$ cat src/rtl/rom_loader_pkg.sv
// Shared definitions for the Hack boot loader: FSM encoding, default sync marker, checksum width.
// ROM_LOADER_CHECKSUM_EN adds the CHECK state to the encoding.
package rom_loader_pkg;

  localparam logic [7:0]  DefaultSyncByte = 8'hA5;
  localparam int unsigned ChecksumW       = 8;

  typedef enum logic [2:0] {
    StIdle   = 3'd0,
    StLenHi  = 3'd1,
    StLenLo  = 3'd2,
    StDataHi = 3'd3,
    StDataLo = 3'd4,
`ifdef ROM_LOADER_CHECKSUM_EN
    StCheck  = 3'd5,
`endif
    StDone   = 3'd6,
    StError  = 3'd7
  } state_t;

endpackage

$ cat src/rtl/rom_loader_timeout.sv
// Idle watchdog: counts enabled cycles since the last clear and pulses o_Expired
// for one cycle when TIMEOUT_CYCLES is reached.
module rom_loader_timeout #(
  parameter int unsigned TIMEOUT_CYCLES = 1000000
) (
  input  logic i_CLK,
  input  logic i_RESET_n,
  input  logic i_Enable,
  input  logic i_Clear,
  output logic o_Expired
);

  localparam int unsigned CountW = $clog2(TIMEOUT_CYCLES + 1);
  localparam logic [CountW-1:0] Limit = CountW'(TIMEOUT_CYCLES);

  logic [CountW-1:0] r_count;

  always_ff @(posedge i_CLK or negedge i_RESET_n) begin
    if (!i_RESET_n) begin
      r_count <= '0;
    end else if (!i_Enable || i_Clear || (r_count == Limit)) begin
      r_count <= '0;
    end else begin
      r_count <= r_count + CountW'(1);
    end
  end

  assign o_Expired = (r_count == Limit);

endmodule

$ cat src/rtl/rom_loader.sv
// Boot sequencer: loads a framed byte stream into instruction ROM and holds the CPU in reset
// until a frame completes. Define ROM_LOADER_CHECKSUM_EN to require a trailing checksum byte.
module rom_loader
  import rom_loader_pkg::*;
#(
  parameter int unsigned ADDR_W         = 15,
  parameter int unsigned MAX_WORDS      = 32768,
  parameter int unsigned TIMEOUT_CYCLES = 1000000,
  parameter logic [7:0]  SYNC_BYTE      = DefaultSyncByte
) (
  input  logic              i_CLK,
  input  logic              i_RESET_n,
  input  logic              i_Rx_Valid,
  input  logic [7:0]        i_Rx_Byte,
  output logic              o_CPU_RESET_n,
  output logic              o_ROM_Write,
  output logic [ADDR_W-1:0] o_ROM_Address,
  output logic [15:0]       o_ROM_Data,
  output logic              o_Busy,
  output logic              o_Error
);

  localparam logic [16:0] MaxLen = 17'(MAX_WORDS);
`ifdef ROM_LOADER_CHECKSUM_EN
  localparam state_t EndState = StCheck;
`else
  localparam state_t EndState = StDone;
`endif

  state_t            r_state, w_state_next;
  logic [7:0]        r_len_hi, r_data_hi;
  logic [15:0]       r_len, r_count, r_rom_data;
  logic [ADDR_W-1:0] r_addr;
  logic              r_rom_write, r_hold, r_error;
  logic              w_busy, w_expired, w_timeout, w_take, w_start, w_last_word;
  logic [15:0]       w_len;
`ifdef ROM_LOADER_CHECKSUM_EN
  logic [ChecksumW-1:0] r_sum;
`endif

  assign w_len       = {r_len_hi, i_Rx_Byte};
  assign w_last_word = ((r_count + 16'd1) == r_len);
  assign w_timeout   = w_busy && w_expired;
  assign w_take      = i_Rx_Valid && !w_timeout;
  // DONE/ERROR accept a new sync so a back-to-back frame is not lost.
  assign w_start     = i_Rx_Valid && (i_Rx_Byte == SYNC_BYTE) &&
                       (r_state inside {StIdle, StDone, StError});

  rom_loader_timeout #(
    .TIMEOUT_CYCLES(TIMEOUT_CYCLES)
  ) u_timeout (
    .i_CLK    (i_CLK),
    .i_RESET_n(i_RESET_n),
    .i_Enable (w_busy),
    .i_Clear  (i_Rx_Valid),
    .o_Expired(w_expired)
  );

  always_ff @(posedge i_CLK or negedge i_RESET_n) begin
    if (!i_RESET_n) r_state <= StIdle;
    else            r_state <= w_state_next;
  end

  always_comb begin
    w_state_next = r_state;
    unique case (r_state)
      StIdle, StDone, StError: w_state_next = w_start ? StLenHi : StIdle;
      StLenHi:  if (w_take) w_state_next = StLenLo;
      StLenLo: begin
        if (w_take) begin
          if ({1'b0, w_len} > MaxLen) w_state_next = StError;
          else if (w_len == 16'd0)    w_state_next = EndState;
          else                        w_state_next = StDataHi;
        end
      end
      StDataHi: if (w_take) w_state_next = StDataLo;
      StDataLo: if (w_take) w_state_next = w_last_word ? EndState : StDataHi;
`ifdef ROM_LOADER_CHECKSUM_EN
      StCheck:  if (w_take) w_state_next = (i_Rx_Byte == r_sum) ? StDone : StError;
`endif
      default:  w_state_next = StIdle;
    endcase
    if (w_timeout) w_state_next = StError;
  end

  always_comb begin
    w_busy = !(r_state inside {StIdle, StDone, StError});
  end

  always_ff @(posedge i_CLK or negedge i_RESET_n) begin
    if (!i_RESET_n) begin
      r_len_hi    <= '0;
      r_data_hi   <= '0;
      r_len       <= '0;
      r_count     <= '0;
      r_rom_data  <= '0;
      r_addr      <= '0;
      r_rom_write <= 1'b0;
      r_hold      <= 1'b0;
      r_error     <= 1'b0;
    end else begin
      r_rom_write <= 1'b0;
      if (w_start) begin
        r_addr  <= '0;
        r_count <= '0;
        r_hold  <= 1'b1;
      end else begin
        // Address advances the cycle after its write strobe.
        if (r_rom_write)        r_addr <= r_addr + ADDR_W'(1);
        if (r_state == StDone)  r_hold <= 1'b0;
        if (w_take && (r_state == StDataLo)) begin
          r_count     <= r_count + 16'd1;
          r_rom_write <= 1'b1;
          r_rom_data  <= {r_data_hi, i_Rx_Byte};
        end
      end
      if (w_take && (r_state == StLenHi))  r_len_hi  <= i_Rx_Byte;
      if (w_take && (r_state == StLenLo))  r_len     <= w_len;
      if (w_take && (r_state == StDataHi)) r_data_hi <= i_Rx_Byte;
      if (w_state_next == StError)     r_error <= 1'b1;
      else if (w_state_next == StDone) r_error <= 1'b0;
    end
  end

`ifdef ROM_LOADER_CHECKSUM_EN
  always_ff @(posedge i_CLK or negedge i_RESET_n) begin
    if (!i_RESET_n) begin
      r_sum <= '0;
    end else if (w_start) begin
      r_sum <= '0;
    end else if (w_take && (r_state inside {StLenHi, StLenLo, StDataHi, StDataLo})) begin
      r_sum <= r_sum + i_Rx_Byte;
    end
  end
`endif

  // ROM contents may be partial after an error, so the CPU stays held until a clean frame.
  assign o_CPU_RESET_n = i_RESET_n & ~r_hold;
  assign o_ROM_Write   = r_rom_write;
  assign o_ROM_Address = r_addr;
  assign o_ROM_Data    = r_rom_data;
  assign o_Busy        = w_busy;
  assign o_Error       = r_error;

endmodule

$ cat config.mk
export PLATFORM = sky130hd
export DESIGN_NAME = rom_loader
export DESIGN_NICKNAME = d
export VERILOG_FILES = /design/src/rtl/rom_loader_pkg.sv /design/src/rtl/rom_loader_timeout.sv /design/src/rtl/rom_loader.sv
export SDC_FILE = /design/constraint.sdc
export NUM_CORES = 1
export LEC_CHECK = 0
export ABC_AREA = 1
export CAP_MARGIN = 20
export CELL_PAD_IN_SITES_DETAIL_PLACEMENT = 0
export CELL_PAD_IN_SITES_GLOBAL_PLACEMENT = 1
export CORE_MARGIN = 2
export CORE_UTILIZATION = 40
export DETAILED_ROUTE_END_ITERATION = 10
export GPL_TIMING_DRIVEN = 0
export PLACE_DENSITY = 0.78
export SLEW_MARGIN = 0
export SYNTH_ARGS = -nofsm -noshare
export SYNTH_HDL_FRONTEND = slang
export SYNTH_SLANG_ARGS = --single-unit
$ cat constraint.sdc
create_clock -name i_CLK -period 3.4 [get_ports i_CLK]
set_input_delay 0.51 -clock i_CLK [delete_from_list [all_inputs] [get_ports i_CLK]]
set_output_delay 0.51 -clock i_CLK [all_outputs]
set_load 0.01 [all_outputs]
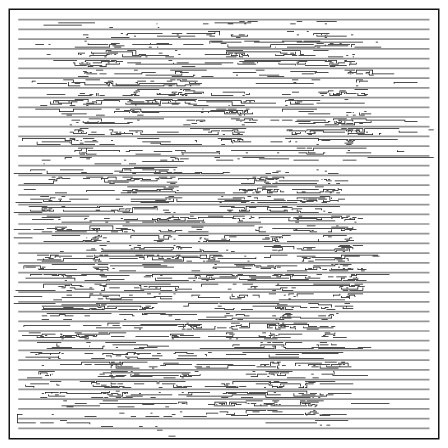
Figure 1: run 1, the metal 1 layer.
Supply wires on this layer in gray.
The wires run mostly horizontal. 693 nets have wire on it. The longest straight run is 40.9 microns. The layer holds 49% of the routed length. The layer carries 6,230 microns of wire.
met1 Track Usage GR: 0.266
wire length after detailed routing: 12.8 mm

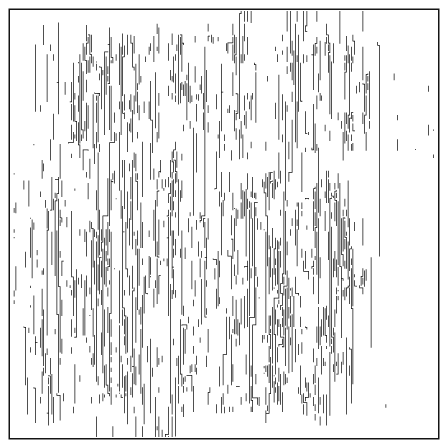
Figure 2: run 1, M2 wires.
The longest straight run is 59.0 microns. The layer carries 5,960 microns of wire.

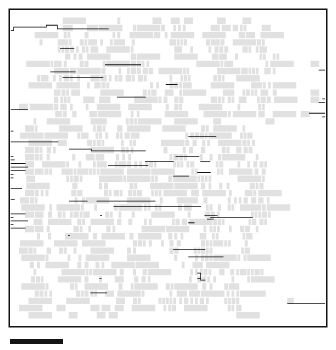
Figure 3: run 1, the metal 3 layer.
Scale bar: 20 microns. Cells faint in the background.
The layer holds 3.2% of the routed length. 38 nets have wire on it.

[run 1: how the worst max path moves through the flow]
stage | from | endpoint | slack (ns)
3_3_place_gp | i_RESET_n | o_CPU_RESET_n | -2.61
3_5_place_dp | i_Rx_Byte[0] | r_count[10] | 0.57
5_1_grt | i_RESET_n | o_CPU_RESET_n | 0.63
6_report | i_RESET_n | o_CPU_RESET_n | 0.85
2_1_floorplan | r_count[0] | o_Error | 1.52
4_1_cts | i_RESET_n | o_CPU_RESET_n | 0.78
[run 1: report_power, final]
| part | switching [W] | internal [W] | total, W |
|---|---|---|---|
| clock network | 0.000512 | 0.000513 | 0.00102 |
| logic | 0.00103 | 0.000748 | 0.00177 |
| registers | 0.000363 | 0.00167 | 0.00203 |
[run 1: logic make-up after synthesis]
group,count (synthesis),share of synthesized area
simple gates,350,0.311
fa+ha+maj,4,0.00935
buf+inv,107,0.0755
compound gates,93,0.0935
flops,105,0.491
xor+xnor,9,0.0199
[run 1: per-layer routing]
layer  vias to the layer above  routed length, microns  GRT usage
met2                        67                    5960      0.298
met3                        15                     403     0.0285
li1                       2296                       -          -
met5                         -                       0          0
met4                         0                     187     0.0713
met1                      2186                    6230      0.266
[run 1: metrics by stage]
step	setup WS, ns	setup TNS, ns	hold slack (ns)
2_1_floorplan	1.52	0	0.214
3_3_place_gp	-2.61	-252.18	0.455
3_5_place_dp	0.570	0	0.468
4_1_cts	0.783	0	0.139
5_1_grt	0.634	0	0.165
6_report	0.845	0	0.124
[run 1: flip-flops by register name, indices dropped and copies added (netlist names)]
signal,cells
r_state,3
r_len,16
o_ROM_Data,16
o_ROM_Address,15
r_count,16
r_len_hi,8
r_data_hi,8
o_Error,1
u_timeout.r_count,20
o_ROM_Write,1
r_hold,1
==> Slide: Implementation Results, run 1 <==
Implementation Results

Cells and area
  • Number of sequential cells: 105
  • Core Util, Final: 0.482
  • Total area of multi-input combinational cells: approximately 2300 sq um
  • Number of filler cells placed in the layout: 1,319
  • Most instantiated logic cell after routing: sky130_fd_sc_hd__nand2_1
  • Fraction of area in clock buffers and inverters: 0.0454
  • Layout inverter count without the clock tree: 96
  • Growth of design area from synthesis to finish: 18.4%
  • Number of logic gates: ~460
  • FF+latch area: 2630 sq um
  • Buffers, non-clock: 57
  • Number of diodes added for antenna fixing: 0
  • Final non-clock buffer share: 0.0820
  • Sequential share of cell area: 0.415
  • Share of post-route cells with drive strength above 1: 0.0863
  • Most frequent cells in the layout: sky130_fd_sc_hd__nand2_1, sky130_fd_sc_hd__dfrtp_1, sky130_fd_sc_hd__inv_1
  • Final cell area excluding filler cells: 6340 sq um
  • Clock buffer count: 9
  • Max-area cell class: registers
  • Number of nets in the finished design: 740
  • Number of non-filler instances in the completed layout: just over 900
  • Logic share of the area: 0.366

Worst setup path
  • Critical path cell sequence: buf_4 -> buf_16 -> inv_1 -> nor2_1 -> clkdlybuf4s50_1
  • Launching point of the worst reg2reg path: u_timeout.r_count[0]
  • Cell type of the slowest stage on the worst timing path: sky130_fd_sc_hd__clkdlybuf4s50_1
  • Cell class contributing the biggest share of worst-path delay: buffers and inverters
  • CP peak stage delay: approximately 0.54 ns
  • Terminus of the critical flop-to-flop path: r_count[14]
  • Worst Path Max Fanout: approximately 71
  • Critical path required time: roughly 2.9 ns
  • Launching element type of the critical path: primary input
  • Endpoint type of the worst setup path: output port
  • Endpoint arrival time on the critical path: a little over 2 ns
  • Critical path class: in -> out
  • Setup slack, reg-to-reg: just over 0.9 ns
  • Worst path depth: 5
  • Number of buffers and inverters on the critical path: 4
  • Reg2Reg Depth: 10

Placement
  • Total instance count after detailed placement: 890
  • Cell area after placement: 6050 sq um
  • Number of input and output port buffers inserted: 45
  • Detail Placement HPWL: roughly 9.3 mm
  • Weighted congestion reported at the end of routability-driven placement: 0.824

Global route
  • Tot GR Track Use: 0.189
  • Maximum number of pins on one net before global-route repair: 72
  • Vias in the first global route: about 4,400
  • Global-route wire length before repair: 21.5 mm
  • Number of antenna violations at the first check in global routing: 0
  • Grt ovf: 0

Synth
  • Yosys top cell by instances: sky130_fd_sc_hd__nand2_1
  • Prevailing post-synth register cell: sky130_fd_sc_hd__dfrtp_1
  • Yosys top cell area share: 0.491
  • Count of mapped cells out of synthesis: 668
  • Nets at Floorplan: 683
  • Post-synth ARST share: 1.00
  • Number of cells in Yosys stat: 668
  • Library cells used by synthesis: 40
  • Avg Inst Size Synth: ~8.0 sq um
  • Combined area of all synthesized cells: 5350 sq um
  • Largest area contributor in the synthesized netlist: sky130_fd_sc_hd__dfrtp_1
  • Seq/Total Area, Yosys: 0.491
  • Count of library flops with an enable pin: 0
  • Top cells by count: sky130_fd_sc_hd__nand2_1, sky130_fd_sc_hd__dfrtp_1, sky130_fd_sc_hd__inv_1
  • Cell area leaders: sky130_fd_sc_hd__dfrtp_1, sky130_fd_sc_hd__nand2_1, sky130_fd_sc_hd__inv_1
  • #FFs+latches synth: approximately 110
  • Chip area in the Yosys report: 5350 sq um
  • Total number of yosys warnings: 0

Timing
  • Final Cycle Share: 0.751
  • Slew at the pin closest to its max-slew limit: 1.06 ns
  • Time the worst path needs with I/O delays and setup: 2.55 ns
  • Count of final max-slew check failures: 0
  • Max Clock Skew: 0.00838 ns
  • Finish-stage setup viols: 0
  • Unrepaired setup endpoints after global routing: false
  • Hold Violations, Final: 0
  • Headroom to the max-slew limit: 0.289
  • Highest achievable clock rate: 0.391 GHz

Route
  • Number of iterations in the first detailed-routing pass: 5
  • Starting DRT DRC Count: 284
  • Routed vias: 4,564
  • DRC: 0
  • DRT antenna net count: 0
  • Number of vias per cell after detailed routing: roughly 5.0
  • Wire per inst: 14.1 microns

Floorplanning
  • Row count: between 40 and 50
  • Number of ports placed on the die boundary: 46
  • Y dimension of the die: 120 microns
  • Core Box Area: 13,100 sq um
  • Width of the chip: 120 microns
  • Number of tap instances: between 150 and 200
  • Starting density of the core: 0.407
  • Die outline area: 14,300 sq um

Power and ir drop
  • Max rail drop VDD: 0.356 mV
  • Total power: between 0.004 and 0.005 W
  • Pleak: 2.99 nW
  • Power density over the cells: 762 nW/um^2

Clocking
  • Clk Latency, worst-skew pair: 0.36 ns
  • Post-cts sizing count: 0
  • Number of buffers created by CTS: 9
  • Largest buffer count on any clock path: 2
  • Clock slew seen by the registers of the worst setup and hold paths: 0.07 ns
  • CTS tree: built
  • Clock root buffer: sky130_fd_sc_hd__clkbuf_16
  • CTS sink cnt: 105
  • Buffer count from post-CTS setup fixing: 0
  • Count of hold-fix buffers inserted at cts: 0
  • Deepest level of the CTS H-tree: 3

Job
  • Tool warnings: 27
  • Max Cap Viol: 0

Run status
  • Result of the run: complete, no violations

Worst hold path
  • Hold WC Path Type: in -> async
## Run 2: what changed since run 1
- CORE_UTILIZATION: 40 -> 39
- PLACE_DENSITY: 0.78 -> 0.8
- clock period: 3.4 -> 2.1 ns (I/O delays scaled with it)
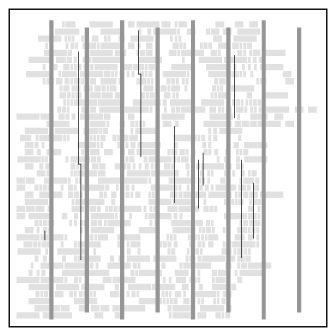
Figure 4: run 2, met4 routing.
Supply wires on this layer in gray. Cells faint in the background.
The wires run mostly vertical. The layer carries 275 microns of wire.

==> run 2 against run 1 <==
Against the previous run:
- the flow now finishes with violations (negative setup slack)
- critical path depth rose by 13
- sequential share of layout area shrank 3.5 points
- worst setup slack worse by 0.87 ns
- combinational power increased by 85%
- area after synthesis stayed put
- non-clock buffer count grew 29
- worst hold slack better by 0.35 ns
- largest power group unchanged
==> Slide: Implementation Results, run 2 <==
Implementation Results

Synth
  • Prevailing post-synth register cell: sky130_fd_sc_hd__dfrtp_1
  • Largest area contributor in the synthesized netlist: sky130_fd_sc_hd__dfrtp_1
  • Seq/Total Area, Yosys: 0.491 (unchanged)
  • Yosys top cell by instances: sky130_fd_sc_hd__nand2_1
  • #FFs+latches synth: 105 (unchanged)
  • Yosys top cell area share: 0.491 (unchanged)
  • Combined area of all synthesized cells: 5350 sq um (unchanged)
  • Avg Inst Size Synth: 8.01 sq um (unchanged)
  • Count of mapped cells out of synthesis: 668 (unchanged)
  • Chip area in the Yosys report: 5350 sq um (unchanged)
  • Post-synth ARST share: 1.00 (unchanged)
  • Total number of yosys warnings: 0 (unchanged)
  • Nets at Floorplan: 683 (unchanged)
  • Library cells used by synthesis: 40 (unchanged)
  • Cell area leaders: sky130_fd_sc_hd__dfrtp_1, sky130_fd_sc_hd__nand2_1, sky130_fd_sc_hd__inv_1
  • Number of cells in Yosys stat: 668 (unchanged)
  • Top cells by count: sky130_fd_sc_hd__nand2_1, sky130_fd_sc_hd__dfrtp_1, sky130_fd_sc_hd__inv_1
  • Count of library flops with an enable pin: 0 (unchanged)

Timing
  • Total negative slack for setup checks: -0.0299 ns (-0.0299 ns)
  • Highest achievable clock rate: 0.470 GHz
  • Time the worst path needs with I/O delays and setup: 2.13 ns
  • Hold Violations, Final: 0 (unchanged)
  • Max Clock Skew: 0.0122 ns (+0.00386 ns)
  • Headroom to the max-slew limit: 0.563 (+0.274)
  • Final Cycle Share: 1.01
  • Finish-stage setup viols: 1 (+1)
  • Unrepaired setup endpoints after global routing: true
  • Least setup slack across all paths after layout: -0.0299 ns (-0.875 ns)
  • Slew at the pin closest to its max-slew limit: 0.650 ns (-0.407 ns)

Cells and area
  • Total area of multi-input combinational cells: 2540 sq um (+9.5%)
  • Final cell area excluding filler cells: 6930 sq um (+9.3%)
  • Number of filler cells placed in the layout: 1,286 (-2.5%)
  • Max FFs per register: 20 (unchanged)
  • Share of post-route cells with drive strength above 1: 0.178 (+0.0916)
  • Number of non-filler instances in the completed layout: 935 (+3.2%)
  • Growth of design area from synthesis to finish: 29.4%
  • Core Util, Final: 0.519 (+0.0366)
  • Register bank with the most flops: u_timeout.r_count
  • Most frequent cells in the layout: sky130_fd_sc_hd__nand2_1, sky130_fd_sc_hd__dfrtp_1, sky130_fd_sc_hd__inv_1
  • Number of nets in the finished design: 769 (+3.9%)
  • FF+latch area: 2630 sq um (+0.19%)
  • Most instantiated logic cell after routing: sky130_fd_sc_hd__nand2_1
  • Number of diodes added for antenna fixing: 0 (unchanged)

Worst setup path
  • Critical path cell sequence: ha_4 -> nand2_4 -> nor2_4 -> nand2_2 -> nand3b_1 -> nand3_2 -> nor2_2 -> nand2_1 -> nor2_1 -> nand3_1 -> nand2_1 -> nand2_1 -> nand2_1 -> nand2_1 -> nand2_2 -> nand2_1 -> nand2_1 -> nand2_1
  • Launching point of the worst reg2reg path: r_count[0]
  • Launching element type of the critical path: flip-flop
  • Critical path launch point: r_count[0]
  • Cell type of the slowest stage on the worst timing path: sky130_fd_sc_hd__dfrtp_1
  • Critical path required time: 2.35 ns (-0.54 ns)
  • Setup slack, reg-to-reg: -0.03 ns (-0.96 ns)
  • Number of buffers and inverters on the critical path: 0 (-4)
  • Cell class contributing the biggest share of worst-path delay: simple AND/OR/NAND/NOR gates
  • Endpoint type of the worst setup path: flip-flop
  • Endpoint arrival time on the critical path: 2.38 ns (+0.34 ns)
  • Reg2Reg Depth: 18 (+8)
  • Worst Path Max Fanout: 7 (-90%)
  • Terminus of the critical flop-to-flop path: o_Error
  • Worst path depth: 18 (+13)
  • CP peak stage delay: 0.40 ns (-0.14 ns)
  • Critical path class: reg -> reg
  • Destination of the critical timing path: o_Error

Placement
  • Weighted congestion reported at the end of routability-driven placement: 0.844 (+2.4%)
  • Detail Placement HPWL: 9.52 mm (+2.0%)
  • Cell area after placement: 6050 sq um (unchanged)
  • Total instance count after detailed placement: 890 (unchanged)
  • Number of input and output port buffers inserted: 45 (unchanged)

Global route
  • Vias in the first global route: 4,599 (+5.6%)
  • Grt ovf: 0 (unchanged)
  • Global-route wire length before repair: 22.0 mm (+2.4%)
  • Number of antenna violations at the first check in global routing: 0 (unchanged)
  • Tot GR Track Use: 0.192 (+0.00213)
  • Maximum number of pins on one net before global-route repair: 70 (-2.8%)

Clocking
  • Clock root buffer: sky130_fd_sc_hd__clkbuf_16
  • Clock slew seen by the registers of the worst setup and hold paths: 0.07 ns (about the same)
  • Deepest level of the CTS H-tree: 3 (unchanged)
  • CTS tree: built
  • Number of buffers created by CTS: 9 (unchanged)
  • CTS sink cnt: 105 (unchanged)
  • Largest buffer count on any clock path: 2 (unchanged)
  • Clk Latency, worst-skew pair: 0.36 ns (about the same)

Power and ir drop
  • Power density over the cells: 1240 nW/um^2 (+63%)
  • Pleak: 3.23 nW (+8.2%)
  • Max rail drop VDD: 0.630 mV (+77%)

Route
  • DRT antenna net count: 0 (unchanged)
  • Number of vias per cell after detailed routing: 5.02 (-0.28%)
  • DRC: 0 (unchanged)
  • Starting DRT DRC Count: 292 (+2.8%)
  • Number of iterations in the first detailed-routing pass: 5 (unchanged)
  • Wire per inst: 14.4 microns (+2.0%)
  • Wire length after detailed routing: 13.5 mm (+5.3%)
  • Routed vias: 4,697 (+2.9%)

Worst hold path
  • Hold WC Path Type: reg -> reg
  • Hold Startpoint: o_ROM_Address[14]

Floorplanning
  • Number of ports placed on the die boundary: 46 (unchanged)
  • Die outline area: 14,700 sq um (+2.5%)
  • Y dimension of the die: 121 microns (+1.2%)
  • Width of the chip: 121 microns (+1.2%)
  • Core Box Area: 13,300 sq um (+1.6%)
  • Row count: 42 (unchanged)
  • Starting density of the core: 0.401 (-0.00642)

Job
  • Max Cap Viol: 0 (unchanged)
  • Tool warnings: 29 (+7.4%)

Run status
  • Violations in the final reports: negative setup slack
  • Result of the run: finished, violations left
## run 2: cell counts after synthesis
No cell type changed its count.
## run 2: per-stage QoR
step	hold slack, ns	total power (W)	setup slack (ns)
2_1_floorplan	0.0194	0.00509	0.222
3_3_place_gp	0.453	0.00611	-3.49
3_5_place_dp	0.324	0.00621	-0.571
4_1_cts	0.478	0.00838	-0.00805
5_1_grt	0.500	0.00924	-0.271
6_report	0.477	0.00858	-0.0299
## run 2: area by class of cell
type                       instances  share of cell area
buffer                            10              0.0103
multi-input combinational        456               0.367
clock inverter                     6              0.0164
clock buffer                      10              0.0345
timing repair buffer              76               0.107
sequential                       105               0.380
inverter                          96              0.0527
tap                              176              0.0318
## run 2: report_power, final
| group | total [W] | switching [W] | internal [W] |
|---|---|---|---|
| logic | 0.00328 | 0.00187 | 0.00142 |
| clock network | 0.00198 | 0.000782 | 0.00120 |
| registers | 0.00332 | 0.000614 | 0.00270 |
## run 2: timing repair
| item | 4_1_cts | 5_1_grt |
|---|---|---|
| setup buffers | 6 | 21 |
| hold buffers | 2 | 0 |
| pin swaps | 9 | 25 |
| cloned | 0 | 1 |
| setup endpoints to repair | 62 | 57 |
| hold endpoints to repair | 36 | 0 |
| gates resized | 28 | 53 |
## run 2: cells by family after synthesis
logic type	after synthesis	synth area share
AND/OR/NAND/NOR	350	0.311
buffers and inverters	107	0.0755
flip-flops	105	0.491
AND-OR/OR-AND	93	0.0935
XOR/XNOR	9	0.0199
adder cells (fa/ha/maj)	4	0.00935
## run 2: routing by layer
| layer | up-vias | global-route usage | wire (microns) |
|---|---|---|---|
| met1 | 2209 | 0.255 | 6090 |
| met4 | 0 | 0.0805 | 275 |
| met5 | - | 0 | 0 |
| met3 | 22 | 0.0301 | 569 |
| li1 | 2354 | - | - |
| met2 | 112 | 0.311 | 6520 |
Power and IR drop assume default switching activity.
